===== config.mk =====
export PLATFORM = sky130hd
export DESIGN_NAME = mac_stream_seq_flat
export DESIGN_NICKNAME = d
export VERILOG_FILES = /design/src/rtl/mac_pkg.sv /design/src/rtl/mac_stream_seq_if.sv /design/src/rtl/mult.sv /design/src/rtl/mac_stream_seq.sv /design/src/flat_wrapper.sv
export SDC_FILE = /design/constraint.sdc
export NUM_CORES = 2
export LEC_CHECK = 0
export CORE_ASPECT_RATIO = 0.6
export CORE_MARGIN = 4
export CORE_UTILIZATION = 60
export CTS_BUF_LIST = sky130_fd_sc_hd__clkbuf_8
export DETAILED_ROUTE_END_ITERATION = 8
export PLACE_DENSITY = 0.8
export RECOVER_POWER = 50
export SLEW_MARGIN = 20
export SYNTH_ARGS = -nofsm -noshare
export SYNTH_HDL_FRONTEND = slang
export SYNTH_SLANG_ARGS = --single-unit

===== constraint.sdc =====
create_clock -name clk -period 8.2 [get_ports clk]
set_input_delay 0.82 -clock clk [delete_from_list [all_inputs] [get_ports clk]]
set_output_delay 0.82 -clock clk [all_outputs]
set_load 0.005 [all_outputs]

===== src/rtl/mac_pkg.sv =====
// Shared constants, FSM state type and output saturation for the streaming MAC.
package mac_pkg;

  localparam int DATA_W = 16;
  localparam int Q_FRAC = 8;
  localparam logic [DATA_W-1:0] SAT_MAX = 16'h7FFF;
  localparam logic [DATA_W-1:0] SAT_MIN = 16'h8000;

  typedef enum logic [1:0] {
    FILL,
    DRAIN,
    OUT
  } state_t;

  // Clamp a sign-extended accumulator value into the signed Q8.8 output range.
  function automatic logic [DATA_W-1:0] sat16(input logic signed [31:0] x);
    if (x > 32'sd32767) begin
      return SAT_MAX;
    end else if (x < -32'sd32768) begin
      return SAT_MIN;
    end else begin
      return DATA_W'(x);
    end
  endfunction

endpackage


===== src/rtl/mac_stream_seq_if.sv =====
// Pair input stream and result output stream of the MAC; master drives pairs, slave is the engine.
interface mac_stream_seq_if;
  import mac_pkg::*;

  logic                     in_valid;
  logic                     in_ready;
  logic signed [DATA_W-1:0] in_data;
  logic signed [DATA_W-1:0] in_weight;
  logic signed [DATA_W-1:0] bias;
  logic                     out_valid;
  logic                     out_ready;
  logic signed [DATA_W-1:0] out_res;

  modport master (
    output in_valid, in_data, in_weight, bias, out_ready,
    input  in_ready, out_valid, out_res
  );

  modport slave (
    input  in_valid, in_data, in_weight, bias, out_ready,
    output in_ready, out_valid, out_res
  );

endinterface


===== src/rtl/mult.sv =====
// Signed Q8.8 multiplier: full product shifted back by the fraction width, truncated to 16 bits.
module mult
  import mac_pkg::*;
(
  input  logic signed [DATA_W-1:0] a_i,
  input  logic signed [DATA_W-1:0] b_i,
  output logic signed [DATA_W-1:0] p_o
);

  logic signed [2*DATA_W-1:0] full;

  assign full = a_i * b_i;
  assign p_o  = DATA_W'(full >>> Q_FRAC);

endmodule


===== src/rtl/mac_stream_seq.sv =====
// Streaming dot-product engine: packs (data, weight) pairs into triples, multiplies them
// three at a time and accumulates one LEN-long vector plus bias into a saturated Q8.8 result.
module mac_stream_seq
  import mac_pkg::*;
#(
  parameter int LEN   = 48,
  parameter int ACC_W = 24
) (
  input logic             clk,
  input logic             rst,
  mac_stream_seq_if.slave bus
);

  localparam int               CNT_W = (LEN > 1) ? $clog2(LEN) : 1;
  localparam logic [CNT_W-1:0] LAST  = CNT_W'(LEN - 1);

  state_t                   state_q;
  logic [CNT_W-1:0]         cnt_q;
  logic [1:0]               idx_q;
  logic [1:0]               drain_q;
  logic signed [DATA_W-1:0] slot_a_q [2];
  logic signed [DATA_W-1:0] slot_b_q [2];
  logic signed [DATA_W-1:0] stage_a_q [3];
  logic signed [DATA_W-1:0] stage_b_q [3];
  logic signed [DATA_W-1:0] prod [3];
  logic signed [ACC_W-1:0]  sum_q;
  logic signed [ACC_W-1:0]  acc_q;
  logic signed [DATA_W-1:0] out_res_q;

  logic                     accept;
  logic                     last_pair;
  logic                     grp_done;
  logic signed [DATA_W-1:0] grp_a [3];
  logic signed [DATA_W-1:0] grp_b [3];

  assign accept    = bus.in_valid && (state_q == FILL);
  assign last_pair = (cnt_q == LAST);
  assign grp_done  = accept && ((idx_q == 2'd2) || last_pair);

  // Triple = stored slots below idx, the incoming pair at idx, zeros above (partial last group).
  always_comb begin
    grp_a[0] = (idx_q == 2'd0) ? bus.in_data   : slot_a_q[0];
    grp_b[0] = (idx_q == 2'd0) ? bus.in_weight : slot_b_q[0];
    grp_a[1] = '0;
    grp_b[1] = '0;
    if (idx_q == 2'd1) begin
      grp_a[1] = bus.in_data;
      grp_b[1] = bus.in_weight;
    end else if (idx_q == 2'd2) begin
      grp_a[1] = slot_a_q[1];
      grp_b[1] = slot_b_q[1];
    end
    grp_a[2] = (idx_q == 2'd2) ? bus.in_data   : '0;
    grp_b[2] = (idx_q == 2'd2) ? bus.in_weight : '0;
  end

  for (genvar g = 0; g < 3; g++) begin : g_mult
    mult u_mult (
      .a_i (stage_a_q[g]),
      .b_i (stage_b_q[g]),
      .p_o (prod[g])
    );
  end

  // NOTE: all state below uses non-blocking assignments so every register sees pre-edge values.
  always_ff @(posedge clk) begin
    if (rst) begin
      state_q   <= FILL;
      cnt_q     <= '0;
      idx_q     <= '0;
      drain_q   <= '0;
      // NOTE: the small slot/stage arrays are reset too so a discarded partial vector leaves nothing behind.
      for (int k = 0; k < 2; k++) begin
        slot_a_q[k] <= '0;
        slot_b_q[k] <= '0;
      end
      for (int k = 0; k < 3; k++) begin
        stage_a_q[k] <= '0;
        stage_b_q[k] <= '0;
      end
      sum_q     <= '0;
      acc_q     <= '0;
      out_res_q <= '0;
    end else begin
      // Idle cycles load zeros into the stage, so acc can add sum_q unconditionally.
      for (int k = 0; k < 3; k++) begin
        stage_a_q[k] <= grp_done ? grp_a[k] : '0;
        stage_b_q[k] <= grp_done ? grp_b[k] : '0;
      end
      sum_q <= ACC_W'(prod[0]) + ACC_W'(prod[1]) + ACC_W'(prod[2]);
      acc_q <= (accept && (cnt_q == '0)) ? ACC_W'(bus.bias) : acc_q + sum_q;

      case (state_q)
        FILL: begin
          if (accept) begin
            if (!grp_done) begin
              slot_a_q[idx_q[0]] <= bus.in_data;
              slot_b_q[idx_q[0]] <= bus.in_weight;
            end
            idx_q <= grp_done ? 2'd0 : idx_q + 2'd1;
            if (last_pair) begin
              cnt_q   <= '0;
              state_q <= DRAIN;
            end else begin
              cnt_q <= cnt_q + 1'b1;
            end
          end
        end
        DRAIN: begin
          if (drain_q == 2'd2) begin
            drain_q   <= '0;
            out_res_q <= sat16(32'(acc_q));
            state_q   <= OUT;
          end else begin
            drain_q <= drain_q + 2'd1;
          end
        end
        OUT: begin
          if (bus.out_ready) begin
            state_q <= FILL;
          end
        end
        default: state_q <= FILL;
      endcase
    end
  end

  assign bus.in_ready  = (state_q == FILL);
  assign bus.out_valid = (state_q == OUT);
  assign bus.out_res   = out_res_q;

endmodule


===== src/flat_wrapper.sv =====
// flat-port wrapper written by rule: the top's interface ports become plain ports
module mac_stream_seq_flat import mac_pkg::*;
#(
  parameter int LEN   = 48,
  parameter int ACC_W = 24
)
  (clk, rst, bus_in_valid, bus_in_data, bus_in_weight, bus_bias, bus_out_ready, bus_in_ready, bus_out_valid, bus_out_res);
  mac_stream_seq_if bus_i ();
  input logic clk;
  input logic rst;
  input wire logic [$bits(bus_i.in_valid)-1:0] bus_in_valid;
  input wire logic [$bits(bus_i.in_data)-1:0] bus_in_data;
  input wire logic [$bits(bus_i.in_weight)-1:0] bus_in_weight;
  input wire logic [$bits(bus_i.bias)-1:0] bus_bias;
  input wire logic [$bits(bus_i.out_ready)-1:0] bus_out_ready;
  output wire logic [$bits(bus_i.in_ready)-1:0] bus_in_ready;
  output wire logic [$bits(bus_i.out_valid)-1:0] bus_out_valid;
  output wire logic [$bits(bus_i.out_res)-1:0] bus_out_res;
  assign bus_i.in_valid = bus_in_valid;
  assign bus_i.in_data = bus_in_data;
  assign bus_i.in_weight = bus_in_weight;
  assign bus_i.bias = bus_bias;
  assign bus_i.out_ready = bus_out_ready;
  assign bus_in_ready = bus_i.in_ready;
  assign bus_out_valid = bus_i.out_valid;
  assign bus_out_res = bus_i.out_res;
  mac_stream_seq #(.LEN(LEN), .ACC_W(ACC_W)) u_core (.clk(clk), .rst(rst), .bus(bus_i));
endmodule

==> CHANGELOG.md <==
### Metrics

* Status: complete, but fails checks
* CTS Sinks at between 200 and 250
* Sequential share of power at 0.490
* Syn Inst Count at roughly 3.5k
* Worst path depth at 29
* Post-synthesis sequential area ratio at 0.1629
* Vias at ~24k
* DP Area at approximately 0.034 mm^2
* Slowest stage delay, CP at ~540 ps
* Top logic family: adder cells
* Core ar. at about 0.053 mm^2
* Worst setup margin at about 240 ps
* Internal power at 1852 uW
* Top cells, area: fa_1 (36%), dfxtp_1 (10%), ha_1 (9.8%)
* Diode count at 1
* Filler cell count at 4,159
* Asr flop ratio synth at 0
* Top Consumer: registers
* PortBufs at between 60 and 70
* Post-synth tally of flip-flops with integrated enable at ~64
* Final number of setup-violating endpoints at 0
* Largest net degree at the start of global routing at approximately 65
* Clock Root Buffer: clkbuf_8
* RSZ-0062 raised after global routing: true
* R2R Setup Slk at 240 ps
* Remaining Overflow, GRT at 0
* Violated checks: max-capacitance violations, max-slew violations
* Core Util, Final at 0.6635
* WL per Instance at 19.70 um
* ANT nets after route at 0
* TritonCTS clock tree: yes
* Reg2Reg Depth at 29
* Post-Synth AOI/OAI Area at 0.05328
* Cell class ranked first by area: combinational gates
* Avg Vias per Cell at 5.478
* Grt peak-use layer: met1
* Tap cells at about 700
* Signal buffers at 187
* Starting density of the core at 0.6100
* Seq/total area at 0.1517
* Setup crit start: u_core.stage_a_q[0][6]
* Post-Syn Area at 0.03220 mm^2
* MaxCap Viol Count at 1
* Drt total wl at approximately 86 mm
* Final max-slew violation count at about 65
* Worst path slowest cell: fa_1
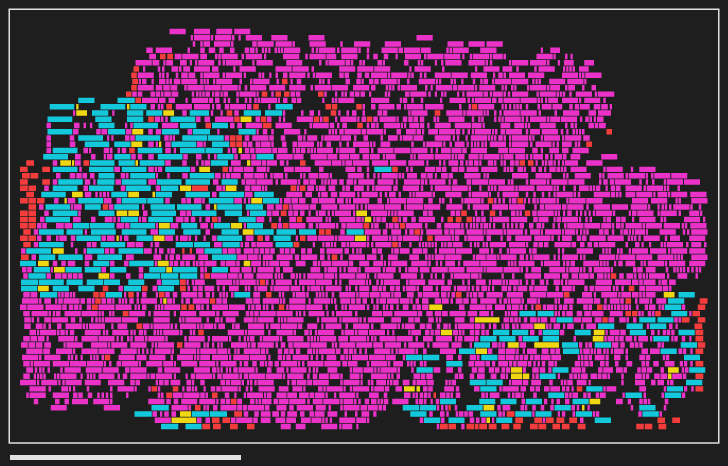
**Above:** placed cells, one color a class.
The bar under the picture is 100 um long.
Yellow stands for clock drivers and dummy loads, cells 64. Cyan stands for registers, cells 230. Magenta stands for remaining logic cells, cells 3,164. Red stands for remaining buffers and delay cells, cells 187.

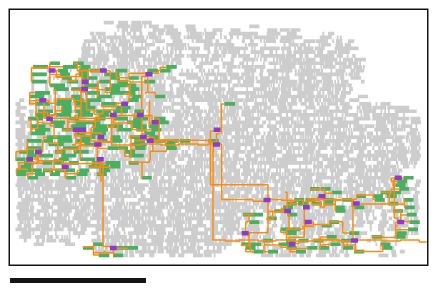
**Above:** clock wires, drivers and flops.
The bar under the picture is 100 um long.
Purple stands for clock-net drivers, count 35. Orange stands for clock wires, length 3,370 um. Green stands for flip-flops, count 230.
Position of the flops: widely spread.
P_clk: 1050 uW
Worst Skew: 17.93 ps
Latency at later pin: 580 ps
Clock power frac: 0.416

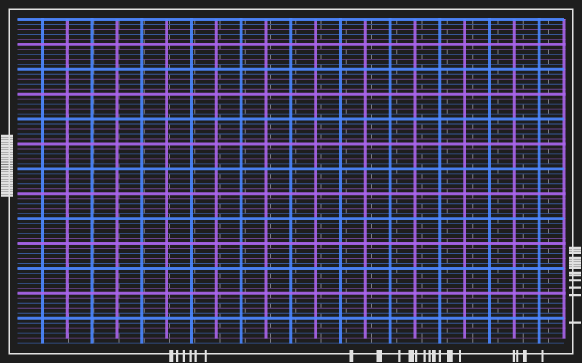
**Above:** PDN straps and rails.
Pins as bars on the die edge. Tap cells in gray.
Blue stands for VSS. Purple stands for VDD.
703 tap cells. 66 met1 rails follow the rows.

Power is estimated from default activity; no workload was simulated.
